$ cat src/rtl/seg_scan_display.sv
// -----------------------------------------------------------------------------
// seg_scan_display
//
// Time-multiplexed seven-segment driver. One digit at a time is driven onto a
// shared active-low segment bus and an active-low digit-enable bus. The whole
// digit bus is captured once per frame so a counter rollover in the middle of
// a scan never shows a mixed time. Digits selected for editing can be blinked.
//
// Optional feature macro: SEG_SCAN_DISPLAY_BLINK_EN
//   defined   - frame counter, blink phase and blink masking are built
//   undefined - blink_sel is ignored and digits never blink
//
// Parameters
//   DIGITS       number of scanned digits (2..8)
//   SCAN_DIV     clk_cin cycles each digit stays lit (>= 2)
//   BLINK_FRAMES completed frames per blink-phase toggle (>= 1)
//
// Ports
//   clk_cin     in   scan clock, rising edge
//   rst         in   asynchronous active-high reset
//   en          in   scan enable; low freezes scanning and darkens the display
//   digits_bcd  in   4*DIGITS, digit k in bits [4k+3:4k], digit 0 rightmost
//   blank_mask  in   DIGITS, bit k forces digit k dark (including dp)
//   dp_mask     in   DIGITS, bit k lights the decimal point of digit k
//   blink_sel   in   DIGITS, bit k makes digit k blink
//   seg         out  7, {g,f,e,d,c,b,a}, active low
//   dp          out  decimal point, active low
//   an          out  DIGITS, digit enables, active low
//   frame_done  out  one-cycle pulse per completed frame
// -----------------------------------------------------------------------------
module seg_scan_display #(
  parameter int DIGITS       = 6,
  parameter int SCAN_DIV     = 16,
  parameter int BLINK_FRAMES = 32
) (
  input  logic                clk_cin,
  input  logic                rst,
  input  logic                en,
  input  logic [4*DIGITS-1:0] digits_bcd,
  input  logic [DIGITS-1:0]   blank_mask,
  input  logic [DIGITS-1:0]   dp_mask,
  input  logic [DIGITS-1:0]   blink_sel,
  output logic [6:0]          seg,
  output logic                dp,
  output logic [DIGITS-1:0]   an,
  output logic                frame_done
);

  localparam int DIV_W = $clog2(SCAN_DIV);
  localparam int IDX_W = $clog2(DIGITS);

  localparam logic [DIV_W-1:0] DIV_ZERO = DIV_W'(0);
  localparam logic [DIV_W-1:0] DIV_ONE  = DIV_W'(1);
  localparam logic [DIV_W-1:0] DIV_LAST = DIV_W'(SCAN_DIV - 1);
  localparam logic [IDX_W-1:0] IDX_ZERO = IDX_W'(0);
  localparam logic [IDX_W-1:0] IDX_ONE  = IDX_W'(1);
  localparam logic [IDX_W-1:0] IDX_LAST = IDX_W'(DIGITS - 1);

  localparam logic [6:0] SEG_DARK = 7'h7F;

  // Active-low segment pattern for one BCD code; codes 10..15 show a dash.
  function automatic logic [6:0] bcd_to_seg(input logic [3:0] code);
    logic [6:0] pat;
    case (code)
      4'd0:    pat = 7'h40;
      4'd1:    pat = 7'h79;
      4'd2:    pat = 7'h24;
      4'd3:    pat = 7'h30;
      4'd4:    pat = 7'h19;
      4'd5:    pat = 7'h12;
      4'd6:    pat = 7'h02;
      4'd7:    pat = 7'h78;
      4'd8:    pat = 7'h00;
      4'd9:    pat = 7'h10;
      default: pat = 7'h3F;
    endcase
    return pat;
  endfunction

  logic [DIV_W-1:0]    div_r;
  logic [IDX_W-1:0]    idx_r;
  logic [4*DIGITS-1:0] snap_r;
  logic [6:0]          seg_r;
  logic                dp_r;
  logic [DIGITS-1:0]   an_r;
  logic                frame_done_r;

  logic                div_last_s;
  logic                frame_wrap_s;
  logic [3:0]          code_s;
  logic [DIGITS-1:0]   sel_s;
  logic                blink_dark_s;
  logic                dark_s;

  // Slot/frame boundary detection and the pattern for the current digit.
  always_comb begin
    div_last_s   = (div_r == DIV_LAST);
    frame_wrap_s = div_last_s && (idx_r == IDX_LAST);
    code_s       = snap_r[{idx_r, 2'b00} +: 4];
    sel_s        = {{(DIGITS-1){1'b0}}, 1'b1} << idx_r;
    dark_s       = blank_mask[idx_r] | blink_dark_s;
  end

`ifdef SEG_SCAN_DISPLAY_BLINK_EN
  localparam int FC_W = (BLINK_FRAMES > 1) ? $clog2(BLINK_FRAMES) : 1;
  localparam logic [FC_W-1:0] FC_ZERO = FC_W'(0);
  localparam logic [FC_W-1:0] FC_ONE  = FC_W'(1);
  localparam logic [FC_W-1:0] FC_LAST = FC_W'(BLINK_FRAMES - 1);

  logic [FC_W-1:0] fcnt_r;
  logic            ph_r;

  // Frame counter and blink phase; advanced on the wrap edge so the new
  // phase already applies to the first digit of the next frame.
  always_ff @(posedge clk_cin or posedge rst) begin
    if (rst) begin
      fcnt_r <= FC_ZERO;
      ph_r   <= 1'b0;
    end else if (en && frame_wrap_s) begin
      if (fcnt_r == FC_LAST) begin
        fcnt_r <= FC_ZERO;
        ph_r   <= ~ph_r;
      end else begin
        fcnt_r <= fcnt_r + FC_ONE;
      end
    end
  end

  assign blink_dark_s = blink_sel[idx_r] & ph_r;
`else
  logic blink_sel_unused_s;

  assign blink_sel_unused_s = ^blink_sel;
  assign blink_dark_s       = 1'b0;
`endif

  // Scan divider, digit index and per-frame digit snapshot.
  always_ff @(posedge clk_cin or posedge rst) begin
    if (rst) begin
      div_r  <= DIV_ZERO;
      idx_r  <= IDX_ZERO;
      snap_r <= {(4*DIGITS){1'b0}};
    end else if (en) begin
      if (div_last_s) begin
        div_r <= DIV_ZERO;
        idx_r <= (idx_r == IDX_LAST) ? IDX_ZERO : (idx_r + IDX_ONE);
      end else begin
        div_r <= div_r + DIV_ONE;
      end
      if (frame_wrap_s) begin
        snap_r <= digits_bcd;
      end
    end
  end

  // Registered display outputs; dark whenever scanning is disabled.
  always_ff @(posedge clk_cin or posedge rst) begin
    if (rst) begin
      an_r         <= {DIGITS{1'b1}};
      seg_r        <= SEG_DARK;
      dp_r         <= 1'b1;
      frame_done_r <= 1'b0;
    end else if (en) begin
      an_r         <= ~sel_s;
      seg_r        <= dark_s ? SEG_DARK : bcd_to_seg(code_s);
      dp_r         <= dark_s | ~dp_mask[idx_r];
      frame_done_r <= frame_wrap_s;
    end else begin
      an_r         <= {DIGITS{1'b1}};
      seg_r        <= SEG_DARK;
      dp_r         <= 1'b1;
      frame_done_r <= 1'b0;
    end
  end

  assign seg        = seg_r;
  assign dp         = dp_r;
  assign an         = an_r;
  assign frame_done = frame_done_r;

endmodule
$ cat config.mk
export PLATFORM = sky130hd
export DESIGN_NAME = seg_scan_display
export DESIGN_NICKNAME = d
export VERILOG_FILES = /design/src/rtl/seg_scan_display.sv
export SDC_FILE = /design/constraint.sdc
export NUM_CORES = 1
export LEC_CHECK = 0
export ABC_AREA = 1
export ABC_CLOCK_PERIOD_IN_PS = 2500
export CORE_ASPECT_RATIO = 1.75
export CORE_MARGIN = 2
export CORE_UTILIZATION = 45
export CTS_CLUSTER_DIAMETER = 100
export CTS_CLUSTER_SIZE = 14
export DETAILED_ROUTE_END_ITERATION = 6
export PLACE_DENSITY = 0.81
export SYNTH_ARGS = -nofsm -noshare
export SYNTH_HDL_FRONTEND = slang
export SYNTH_SLANG_ARGS = --single-unit
$ cat constraint.sdc
create_clock -name clk_cin -period 2.5 [get_ports clk_cin]
set_input_delay 0.625 -clock clk_cin [delete_from_list [all_inputs] [get_ports clk_cin]]
set_output_delay 0.625 -clock clk_cin [all_outputs]
set_load 0.03 [all_outputs]
Run 1, placement density heat map:
Scale: 4 px per um. 6 x 10 tiles, from white (low) to dark blue (high), 0 to 100% covered.
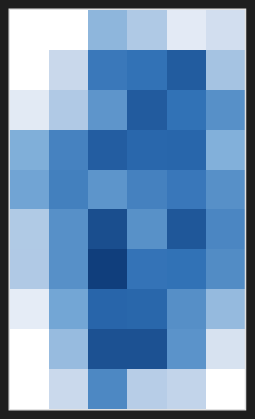
The mean over all tiles is 51%. 10% of the tiles are nearly empty. 20% of the tiles are over 75% full. The emptiest ninth of the die: upper left. The fullest tile reaches 94%.

Run 1, metal layers overlaid:
Scale: 6 px per um.
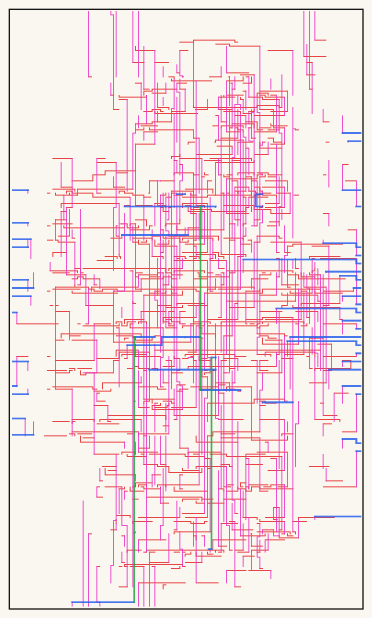
Key: metal 2 = magenta [wire length 2750 um]; metal 1 = red [wire length 1990 um]; metal 4 = green [wire length 107 um]; metal 3 = blue [wire length 233 um]

==> summary.txt, run 1 <==
Entry: Yosys synthesis followed by OpenROAD place and route.

Run status:
- The run finished, with violations left.
- The checks that failed: DRC.

Power:
- The run gives the fraction of power spent switching nets as 0.420.
- The run gives the switching power as 0.00117 W.
- The share of total power dissipated in sequential elements is 0.370.
- The leakage component of the power was reported as 1.48 nW.
- The run gives the worst vdd rail ir drop as 470 uV.
- The run gives the part of the total power dissipated in the clock network as 0.153.
- The run gives the internal cell power as 0.00161 W.

Synthesis:
- In this run the mean area of a mapped cell was 7.99 um^2.
- The run gives the biggest area consumer among synthesized cells as dfrtp_1.
- During synthesis, Yosys emitted a total of 0 warnings.
- The run puts the synthesis area per yosys at 2360 um^2.
- The run gives the top cell type's share of synthesized area as 0.340.
- The run gives the area fraction in full adders, half adders and majority gates as 0.0425.
- The run gives the area of the mapped netlist as 2360 um^2.
- By area the synthesized netlist is led by dfrtp_1 34%, nand2_1 19%, dfstp_2 16%, inv_1 4.3%, ha_1 4.2%.

Route:
- Signal nets in the final route climb as high as met4.
- The run puts the detail-routed via count per cell at 4.93.
- The run gives the starting DRC count in detailed routing as 60.
- The run gives the final routed DRC violation total as 5.
- In the log, the iteration count for the first detailed-route pass is 6.

Clock network:
- After clock tree synthesis, the flow added hold-fix buffers numbering 0.
- The run gives the clock network latency to the later pin of the worst-skew pair as 290 ps.
- Buffers inserted during clock tree synthesis total 5.
- The run puts the maximum buffer depth of the clock tree at 2.

Placement:
- The congestion estimate from routability-driven global placement came to 0.892.
- At the placement stage, the worst setup path has a slack of 376 ps.

Worst setup path:
- The run gives the capture instance of the worst register-to-register path as seg[3].
- The timing report attributes the biggest portion of critical-path delay to buffers and inverters.
- The run puts the required time at the endpoint of the critical path at 1880 ps.
- The run gives the class of the most critical setup path as reg2out.

Global route:
- The run gives the maximum number of pins on one net before global-route repair as 31.
- The global routing report lists combined usage of all routing layers as 0.187.

Final timing:
- The run gives the worst setup skew after layout as 3.62 ps.
- The last timing report of the flow puts the setup violation total at 0.

Floorplan:
- The run puts the core utilization at floorplan at 0.469.
- Pin placement for this block handled 60 I/O pins.
- The run gives the placement row count as 34.
Run 1, clock nets:
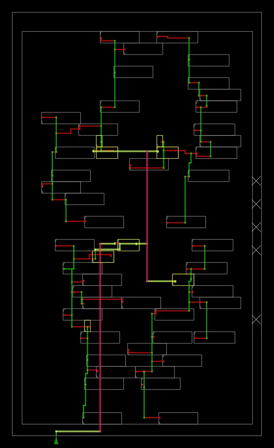
clock network power: 0.000425 W
clock buf count: 8

Run 1, supply network:
Scale: 4 px per um. Pins as bars on the die edge. Tap cells in gray.
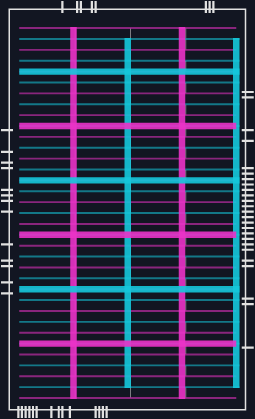
Key: VDD = cyan; VSS = magenta
6 straps on met5. 35 met1 rails follow the rows. 60 signal pins sit on the boundary.
core region area: 5020 um^2
width of the die: 58.7 um

==> run 1: per-layer routing <==
layer	track usage	vias up
met5	0	-
met4	0.0647	0
met3	0.0325	7
met2	0.363	59
met1	0.191	914
li1	-	1031
==> run 1: synthesized netlist by cell type <==
cell type / n
inv_1: 27
buf_2: 2
clkbuf_1: 1
a21oi_1: 5
nand3_1: 18
o21ai_1: 10
buf_6: 5
nand4_1: 3
o31ai_1: 1
o32ai_1: 1
nor2_1: 15
o21ai_0: 7
nand2_2: 8
nor2_4: 2
ha_1: 8
nand3_2: 1
nand3b_1: 3
inv_2: 5
dfstp_2: 14
mux2i_1: 1
nand2_1: 120
o211ai_1: 2
nor2_2: 2
nor3b_1: 1
nor3_1: 1
dfrtp_1: 32
==> run 1: per-stage QoR <==
stage / std cells / util
final: 408 / 0.604
after global routing: 408 / 0.604
after CTS: 408 / 0.604
after detailed placement: 400 / 0.588
after global placement: 400 / 0.588
after floorplan: 295 / -
==> run 1: kinds of logic after synthesis <==
logic type	after synthesis
simple gates	174
flops	46
buf+inv	40
compound gates	26
fa+ha+maj	8
mux	1
==> run 1: power groups by stage <==
stage                     combinational, W  clock, W  sequential (W)
after floorplan                   0.000811         0         0.00114
after global placement             0.00126         0         0.00103
after detailed placement           0.00130         0         0.00104
after CTS                          0.00131  0.000433         0.00103
after global routing               0.00147  0.000462         0.00104
final                              0.00133  0.000425         0.00103
==> run 1: area by class of cell <==
cell class	instances	area, um^2	area share
sequential	46	1170	0.385
multi-input combinational	209	997	0.329
timing repair buffer	59	601	0.198
inverter	32	120	0.0396
clock buffer	8	80.1	0.0264
tap	54	67.6	0.0223
==> run 1: state kept, by name (all words and copies together) (netlist names) <==
signal      cells
snap_r         24
seg             7
an              6
div_r           4
idx_r           3
dp              1
frame_done      1
==> run 1: how the worst min path moves through the flow <==
stage,start,endpoint,slack (ps),cells after the start
final,snap_r[0],snap_r[0],480,2
after global routing,snap_r[0],snap_r[0],510,2
after detailed placement,snap_r[0],snap_r[0],460,2
after global placement,snap_r[12],snap_r[12],460,2
after CTS,snap_r[0],snap_r[0],480,2
after floorplan,snap_r[11],snap_r[11],440,2
==> run 1: placed cells by master (no fill, tap or decap), drive strengths merged <==
cell type	netlist	final
nor3b	1	1
o31ai	1	1
nor2	19	19
o211ai	2	2
ha	8	8
o21ai	17	17
o32ai	1	1
nand4	3	3
inv	32	31
clkinv	0	1
dfrtp	32	32
dfstp	14	14
clkbuf	1	8
nand3b	3	3
nand2	128	128
buf	7	6
nand3	19	19
nor3	1	1
mux2i	1	1
clkdlybuf4s50	0	53
a21oi	5	5
==> inputs of run 2 (changes only) <==
ABC_CLOCK_PERIOD_IN_PS = 1800   (was 2500)
CORE_UTILIZATION = 44   (was 45)
PLACE_DENSITY = 0.83   (was 0.81)
clock period = 1.8 ns   (was 2.5 ns; I/O delays follow)
Run 2, sequential cells colored by netlist name:
Scale: 6 px per um. Other sequential cells in the stronger gray, the rest of the logic in the fainter gray.
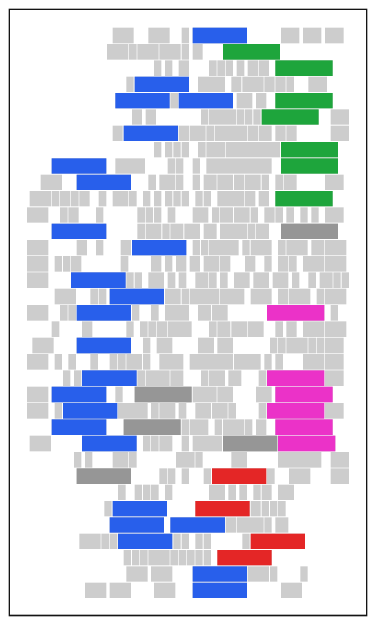
Key: div_r = red [flops 4]; an = magenta [flops 6]; snap_r = blue [flops 24]; seg = green [flops 7, where upper right]
Another 5 sequential cells are not colored.

==> run 2 against run 1 <==
  * The flow now finishes without violations
  * Critical path depth is the same
  * Clock skew grew 4.2 ps
  * Power grew 58%
  * Hold slack lost 68 ps
  * Via count grew 7.6%
  * Utilization grew 2.5 points
  * Register-to-register slack lost 490 ps
  * Wire length grew 5.9%
  * Synthesized cell count is the same
==> summary.txt, run 2 <==
Entry: Yosys synthesis followed by OpenROAD place and route.

Run status:
- Outcome: completed (was finished, violations left).

Clock network:
- The clock tree from TritonCTS is yes (unchanged).
- The run puts the maximum buffer depth of the clock tree at 2 (unchanged).
- The run puts the cts-stage hold buffer count at 0 (unchanged).
- The clock network latency to the later pin of the worst-skew pair is 300 ps (was 290 ps).
- The clock root buffer was clkbuf_8 (unchanged).
- The run puts the number of buffers added by the clock tree synthesis step at 5 (unchanged).

Synthesis:
- The most frequently used flop master after synthesis was dfrtp_1 (unchanged).
- The run gives the sequential share of the synthesized area as 0.496 (unchanged).
- The run gives the average footprint of a synthesized cell as 7.99 um^2 (unchanged).
- The run puts the count of mapped cells out of synthesis at 295 (unchanged).
- The area of the mapped netlist came to 2360 um^2 (unchanged).
- The run gives the top cell type by instance count after synthesis as nand2_1 (unchanged).
- The run gives the biggest area consumer among synthesized cells as dfrtp_1 (unchanged).
- Top cells by area, synth: dfrtp_1 34%, nand2_1 19%, dfstp_2 16%, inv_1 4.3%, ha_1 4.2% (unchanged).
- The run puts the count of flip-flops with a built-in enable after synthesis at 0 (unchanged).
- The synthesis area per yosys is 2360 um^2 (unchanged).
- The run puts the top cell type's share of synthesized area at 0.340 (unchanged).
- Most frequent cells after synthesis: 120 x nand2_1, 32 x dfrtp_1, 27 x inv_1 (unchanged).
- The run puts the warning count from the yosys run at 0 (unchanged).
- The run puts the fraction of registers with async set or reset after synthesis at 1.00 (unchanged).

Worst setup path:
- The kind of cell with the highest combined delay on the critical path is buffers and inverters (unchanged).
- The run gives the highest cell delay on the worst timing path as 660 ps (about the same).
- The class of the most critical setup path is reg2out (unchanged).
- The required time at the endpoint of the critical path was 1350 ps (was 1880 ps).
- The run gives the top fanout value on the critical path as 1 (unchanged).

Floorplan:
- The run gives the I/O pin total as 60 (unchanged).
- The run puts the floorplan core area at 5210 um^2 (was 5020 um^2).
- The run gives the placement row count as 35 (was 34).
- The core utilization at floorplan was 0.452 (was 0.469).
- The width of the die is 59.3 um (was 58.7 um).
- The run puts the area enclosed by the die boundary at 5980 um^2 (was 5850 um^2).

Global route:
- The global route total overflow came to 0 (unchanged).
- The run puts the global routing usage summed across all routing layers at 0.186 (was 0.187).
- The run gives the maximum number of pins on one net before global-route repair as 38 (was 31).
- The wire length of the first global-routing pass was 8.57 mm (was 8.56 mm).

Cells and area:
- The run gives the final cell count without fillers as 431 (was 408).
- The run gives the number of flip-flops in the largest register as 24 (unchanged).
- The top logic cell by instance count in the layout was nand2_1 (unchanged).
- The layout-stage area growth over the synthesis result came to 39.1% (was 28.8%).
- The run puts the number of diodes at 0 (unchanged).
- The run puts the net count reported at finish at 428 (was 406).
- The largest register by flop count was snap_r (unchanged).
- Most frequent logic cells in the routed design: 116 x nand2_1, 39 x clkdlybuf4s50_1, 30 x dfrtp_1 (was 120 x nand2_1, 53 x clkdlybuf4s50_1, 32 x dfrtp_1).

Route:
- The run puts the detail-routed via count per cell at 5.02 (was 4.93).
- The count of TritonRoute iterations in the first routing pass came to 4 (was 6).
- The run gives the final routed DRC violation total as 0 (was 5).
- The routed wirelength normalized by instance count came to 12.5 um (was 12.4 um).
- The run gives the starting DRC count in detailed routing as 56 (was 60).

Final timing:
- The run gives the worst setup skew after layout as 7.87 ps (was 3.62 ps).
- The run puts the worst-case headroom to the max-slew limit at 0.681 (was 0.492).
- The transition at the pin with the smallest max-transition slack was 475 ps (was 757 ps).
- The final worst setup slack came to 56.2 ps (was 396 ps).
- The number of setup violations in the final report is 0 (unchanged).
- The run puts the final total negative setup slack at 0 ps (unchanged).
- The run gives the final hold violation count as 0 (unchanged).
- The run gives the fmax as 573 MHz.

Power:
- The leakage component of the power came to 1.59 nW (was 1.48 nW).
- The power per cell area is 1340 nW/um^2 (was 916 nW/um^2).
- The run puts the worst vdd rail ir drop at 662 uV (was 470 uV).

Placement:
- The cell total after placement was 420 (was 400).
- The run puts the final weighted congestion of routability-driven global placement at 0.943 (was 0.892).
- The placement-stage worst setup slack came to 29.3 ps (was 376 ps).

Hold path:
- The run gives the path class of the lowest-slack min-delay path as in2async (was reg2reg).

Job:
- The count of max-cap constraint violations was 0 (unchanged).
[run 2: path summary, 6_finish.rpt]
check | from | endpoint | slack (ps) | depth (start not counted)
max in group asynchronous | rst | idx_r[0] | 860 | 3
worst min-delay path | rst | snap_r[18] | 410 | 2
min in group clk_cin | snap_r[0] | snap_r[0] | 480 | 2
worst max register to register | idx_r[0] | seg[0] | 90 | 12
worst max-delay path | frame_done | frame_done | 60 | 1
worst min register to register | snap_r[0] | snap_r[0] | 480 | 2
[run 2: cells by family after synthesis]
family,synth area share
AOI/OAI and AO/OA,0.0600
adders and majority gates,0.0425
buffers and inverters,0.0807
DFF,0.496
muxes,0.00425
and+or+nand+nor,0.317
[run 2: area by class of cell]
type,count,area [um^2]
Multi-Input combinational cell,209,1040
Tap cell,55,68.8
Clock buffer,5,68.8
Inverter,32,128
Fill cell,449,1930
Clock inverter,3,45.0
Timing Repair Buffer,81,756
Sequential cell,46,1170
[run 2: timing repair]
action                                 in CTS  in global routing
endpoints found under the hold margin       0                  0
pin swaps                                   0                  3
buffers inserted                            0                  3
setup endpoints to repair                  15                  6
gates resized                              17                 17
[run 2: layer usage]
metal | track usage | wire (um) | vias up
li1 | - | - | 1077
met1 | 0.193 | 2040 | 1009
met2 | 0.353 | 2980 | 63
met3 | 0.0231 | 219 | 15
met4 | 0.0839 | 128 | 0
met5 | 0 | 0 | -
[run 2: through the flow]
stage                util  cell area [um^2]
finish              0.629              3280
global route        0.629              3280
CTS                 0.614              3200
detailed placement  0.594              3100
global placement    0.594              3100
floorplan               -              2360
[run 2: power breakdown]
part / total (W) / leakage, nW / switching [W] / internal [W]
clock: 0.000761 / 0.0504 / 0.000348 / 0.000413
sequential: 0.00142 / 0.515 / 0.000136 / 0.00129
combinational: 0.00220 / 1.02 / 0.00130 / 0.000909
total: 0.00439 / 1.59 / 0.00178 / 0.00261
==> inputs of run 3 (changes only) <==
--- a/config.mk
+++ b/config.mk
@@ -10,9 +10,10 @@
 export CORE_ASPECT_RATIO = 1.75
 export CORE_MARGIN = 2
-export CORE_UTILIZATION = 44
+export CORE_UTILIZATION = 43
+export CTS_BUF_LIST = sky130_fd_sc_hd__clkbuf_4
 export CTS_CLUSTER_DIAMETER = 100
 export CTS_CLUSTER_SIZE = 14
 export DETAILED_ROUTE_END_ITERATION = 6
-export PLACE_DENSITY = 0.83
+export PLACE_DENSITY = 0.81
 export SYNTH_ARGS = -nofsm -noshare
 export SYNTH_HDL_FRONTEND = slang
==> constraint.sdc (replaced) <==
create_clock -name clk_cin -period 1.8 [get_ports clk_cin]
set_input_delay 0.45 -clock clk_cin [delete_from_list [all_inputs] [get_ports clk_cin]]
set_output_delay 0.45 -clock clk_cin [all_outputs]
set_load 0.1 [all_outputs]
Run 3, clock nets:
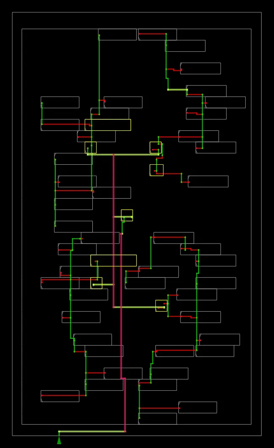
clock buf count: 5
number of buffers inserted during clock tree synthesis: 5
worst clock skew: 11.3 ps
Clk Latency, worst-skew pair: 360 ps

==> run 3 against run 2 <==
  * Wire length down 1.2%
  * Global-route usage down 0.17 points
  * Clock power increased by 1%
  * Non-clock buffer count decreased by 7
  * Die area rose by 2.2%
  * Register-to-register slack worse by 20 ps
  * First-iteration DRC count grew 8.9%
  * Largest cell class unchanged
  * Highest routed layer unchanged
==> summary.txt, run 3 <==
Entry: Yosys synthesis followed by OpenROAD place and route.

Final timing:
- The count of final max-slew check failures came to 0 (unchanged).
- The run gives the transition at the pin with the smallest max-transition slack as 313 ps (was 475 ps).
- The run puts the share of the cycle needed by the critical path after routing at 0.961 (was 0.969).
- Setup repair after global routing could not meet its margin everywhere.
- The run puts the final worst setup slack at 69.9 ps (was 56.2 ps).
- The run puts the final critical path time including I/O delays and setup at 1730 ps (was 1740 ps).
- The run puts the final hold violation count at 0 (unchanged).
- The run puts the worst-case headroom to the max-slew limit at 0.791 (was 0.681).
- The run gives the fmax as 578 MHz (was 573 MHz).
- The run puts the final total negative setup slack at 0 ps (unchanged).
- The run gives the number of setup violations in the final report as 0 (unchanged).

Cells and area:
- The run gives the layout-stage area growth over the synthesis result as 45.4% (was 39.1%).
- The run gives the top logic cell by instance count in the layout as nand2_1 (unchanged).
- Most frequent logic cells in the routed design: 116 x nand2_1, 38 x clkdlybuf4s50_1, 29 x dfrtp_1 (was 116 x nand2_1, 39 x clkdlybuf4s50_1, 30 x dfrtp_1).
- The run gives the number of diodes as 0 (unchanged).
- The run puts the net count reported at finish at 421 (was 428).
- The number of flip-flops in the largest register came to 24 (unchanged).
- The run puts the share of cells above drive strength 1 at 0.260 (was 0.213).
- The largest register by flop count is snap_r (unchanged).

Clock network:
- The run gives the H-tree depth reported by CTS as 2 (unchanged).
- The run puts the clock-pin slew on the worst setup and hold paths at 140 ps (was 80 ps).
- The clock root buffer was clkbuf_4 (was clkbuf_8).
- The clock tree from TritonCTS was yes (unchanged).
- The run gives the maximum buffer depth of the clock tree as 2 (unchanged).
- The number of sinks driven by the clock tree came to 46 (unchanged).

Worst setup path:
- The run gives the data arrival time at the worst-slack endpoint as 2030 ps (was 1290 ps).
- The run puts the required time at the endpoint of the critical path at 2100 ps (was 1350 ps).
- The top fanout value on the critical path is 5 (was 1).
- The run gives the minimum setup slack among reg-to-reg paths as 70 ps (was 90 ps).
- The run puts the cell depth of the worst flop-to-flop path at 9 (was 12).
- The number of buffer and inverter instances along the worst setup path came to 1 (unchanged).
- The run gives the highest cell delay on the worst timing path as 510 ps (was 660 ps).
- The class of the most critical setup path is reg2reg (was reg2out).
- The run gives the capture instance of the worst register-to-register path as seg[3] (was seg[0]).
- The run gives the worst flop-to-flop path startpoint as idx_r[1] (was idx_r[0]).
- The cell type of the slowest stage on the worst timing path is dfrtp_2 (was clkdlybuf4s50_1).
- The run gives the kind of end point of the critical path as a register (was output pin).
- The critical path launch point type is a register (unchanged).
- The kind of cell with the highest combined delay on the critical path is simple AND/OR/NAND/NOR gates (was buffers and inverters).

Job:
- The count of tool warnings is 38 (was 37).
- The count of max-cap constraint violations came to 0 (unchanged).

Synthesis:
- The run gives the fraction of registers with async set or reset after synthesis as 1.00 (unchanged).
- The synthesis area per yosys was 2360 um^2 (unchanged).
- Most frequent cells after synthesis: 120 x nand2_1, 32 x dfrtp_1, 27 x inv_1 (unchanged).
- The number of storage elements in the synthesis netlist came to 46 (unchanged).
- The warning count from the yosys run was 0 (unchanged).
- The run gives the net count after synthesis as 348 (unchanged).
- The top cell type by instance count after synthesis is nand2_1 (unchanged).
- The run gives the sequential share of the synthesized area as 0.496 (unchanged).
- Top cells by area, synth: dfrtp_1 34%, nand2_1 19%, dfstp_2 16%, inv_1 4.3%, ha_1 4.2% (unchanged).
- The run puts the count of distinct cell types in the synthesized netlist at 26 (unchanged).
- The count of flip-flops with a built-in enable after synthesis is 0 (unchanged).
- The run gives the count of mapped cells out of synthesis as 295 (unchanged).
- The run puts the average footprint of a synthesized cell at 7.99 um^2 (unchanged).
- The yosys stat cell total was 295 (unchanged).
- The most frequently used flop master after synthesis is dfrtp_1 (unchanged).
- The run puts the area of the mapped netlist at 2360 um^2 (unchanged).
- The run gives the top cell type's share of synthesized area as 0.340 (unchanged).
- The run gives the biggest area consumer among synthesized cells as dfrtp_1 (unchanged).

Power:
- The run gives the power per cell area as 1520 nW/um^2 (was 1340 nW/um^2).
- The run gives the leakage component of the power as 1.67 nW (was 1.59 nW).
- The run gives the worst vdd rail ir drop as 651 uV (was 662 uV).

Placement:
- The run puts the final weighted congestion of routability-driven global placement at 0.943 (about the same).
- The run gives the placement-stage worst setup slack as 12.2 ps (was 29.3 ps).
- The run puts the tally of buffers added on design ports at 53 (unchanged).
- The run gives the detailed placement HPWL as 4.08 mm (was 4.16 mm).

Route:
- The run puts the detailed-route via count at 2124 (was 2164).
- The routed wirelength normalized by instance count came to 12.5 um (about the same).
- The run puts the final routed DRC violation total at 0 (unchanged).
- The run gives the count of TritonRoute iterations in the first routing pass as 4 (unchanged).
- The run gives the detail-routed via count per cell as 5.01 (was 5.02).
- The starting DRC count in detailed routing was 61 (was 56).
- The wire length after detailed routing came to 5.31 mm (was 5.37 mm).
- The run puts the final antenna-violating net count at 0 (unchanged).

Floorplan:
- The run gives the core utilization at floorplan as 0.448 (was 0.452).
- The area enclosed by the die boundary was 6110 um^2 (was 5980 um^2).
- The run puts the placement row count at 35 (unchanged).
- The run puts the floorplan core area at 5260 um^2 (was 5210 um^2).
- The width of the die is 60.0 um (was 59.3 um).
- The run puts the vertical die dimension at 102 um (was 101 um).
- The I/O pin total came to 60 (unchanged).

Global route:
- The number of antenna violations at the first check in global routing came to 0 (unchanged).
- The run gives the via count of the first global-routing pass as 2059 (was 2054).
- The maximum number of pins on one net before global-route repair is 38 (unchanged).
- The run gives the global routing usage summed across all routing layers as 0.185 (was 0.186).
- The global route total overflow is 0 (unchanged).
- The run gives the wire length of the first global-routing pass as 8.63 mm (was 8.57 mm).

Hold path:
- The path class of the lowest-slack min-delay path is in2async (unchanged).

Run status:
- Outcome: completed (unchanged).
## run 3: cell families (layout without fill, tap and decap cells)
kind of cell / after synthesis / count (layout) / share of synthesized area
AND/OR/NAND/NOR: 174 / 174 / 0.317
AND-OR/OR-AND: 26 / 26 / 0.0600
flip-flops: 46 / 46 / 0.496
multiplexers: 1 / 1 / 0.00425
adder cells (fa/ha/maj): 8 / 8 / 0.0425
buffers and inverters: 40 / 114 / 0.0807
## run 3: layout make-up
type / instances / area, um^2
inverter: 32 / 133
clock inverter: 3 / 68.8
clock buffer: 5 / 37.5
multi-input combinational: 209 / 1080
sequential: 46 / 1170
timing repair buffer: 74 / 863
tap: 55 / 68.8
fill: 431 / 1830
## run 3: what timing repair did
| action | CTS | global route |
|---|---|---|
| pin swaps | 0 | 11 |
| hold buffers | 0 | 0 |
| gates resized | 3 | 29 |
| endpoints found under the setup margin | 5 | 6 |
| buffers inserted | 0 | 5 |
## run 3: stage by stage
| stage | utilization | cells | instance area (um^2) | power [W] | hold WS, ps |
|---|---|---|---|---|---|
| final | 0.652 | 424 | 3420 | 0.00520 | 409 |
| after floorplan | - | 295 | 2360 | 0.00318 | 442 |
| after detailed placement | 0.605 | 411 | 3180 | 0.00412 | 458 |
| after global placement | 0.605 | 411 | 3180 | 0.00405 | 455 |
| after CTS | 0.626 | 419 | 3290 | 0.00491 | 410 |
| after global routing | 0.652 | 424 | 3420 | 0.00552 | 421 |
## run 3: routing by layer
metal,part of all wire,up-vias,global-route usage
met5,0,-,0
met2,0.53,66,0.328
met1,0.39,986,0.199
met4,0.031,0,0.103
li1,-,1060,-
met3,0.048,12,0.0329
## run 3: worst max path at each step
stage	depth (start not counted)	to	from	slack [ps]
2_1_floorplan	10	seg[3]	idx_r[1]	150
3_3_place_gp	10	seg[3]	idx_r[1]	60
3_5_place_dp	11	seg[3]	idx_r[0]	10
4_1_cts	14	seg[4]	idx_r[0]	10
5_1_grt	11	seg[3]	idx_r[1]	-50
6_report	9	seg[3]	idx_r[1]	70
## run 3: report_power, final
group | internal (W) | total (W) | switching (W)
Combinational | 0.00116 | 0.00293 | 0.00177
Clock | 0.000435 | 0.000772 | 0.000337
Sequential | 0.00130 | 0.00149 | 0.000194
## run 3: worst register-to-register path, stage by stage (launching register included)
cell	delay (ps)
dfrtp_2	510
buf_4	170
nor2_4	90
nand2_2	80
o211ai_1	120
nand2_2	150
ha_4	300
nand3_2	70
nand3_1	100
nand3_1	70
No activity file was given, so power comes from the tool's default toggle rates.
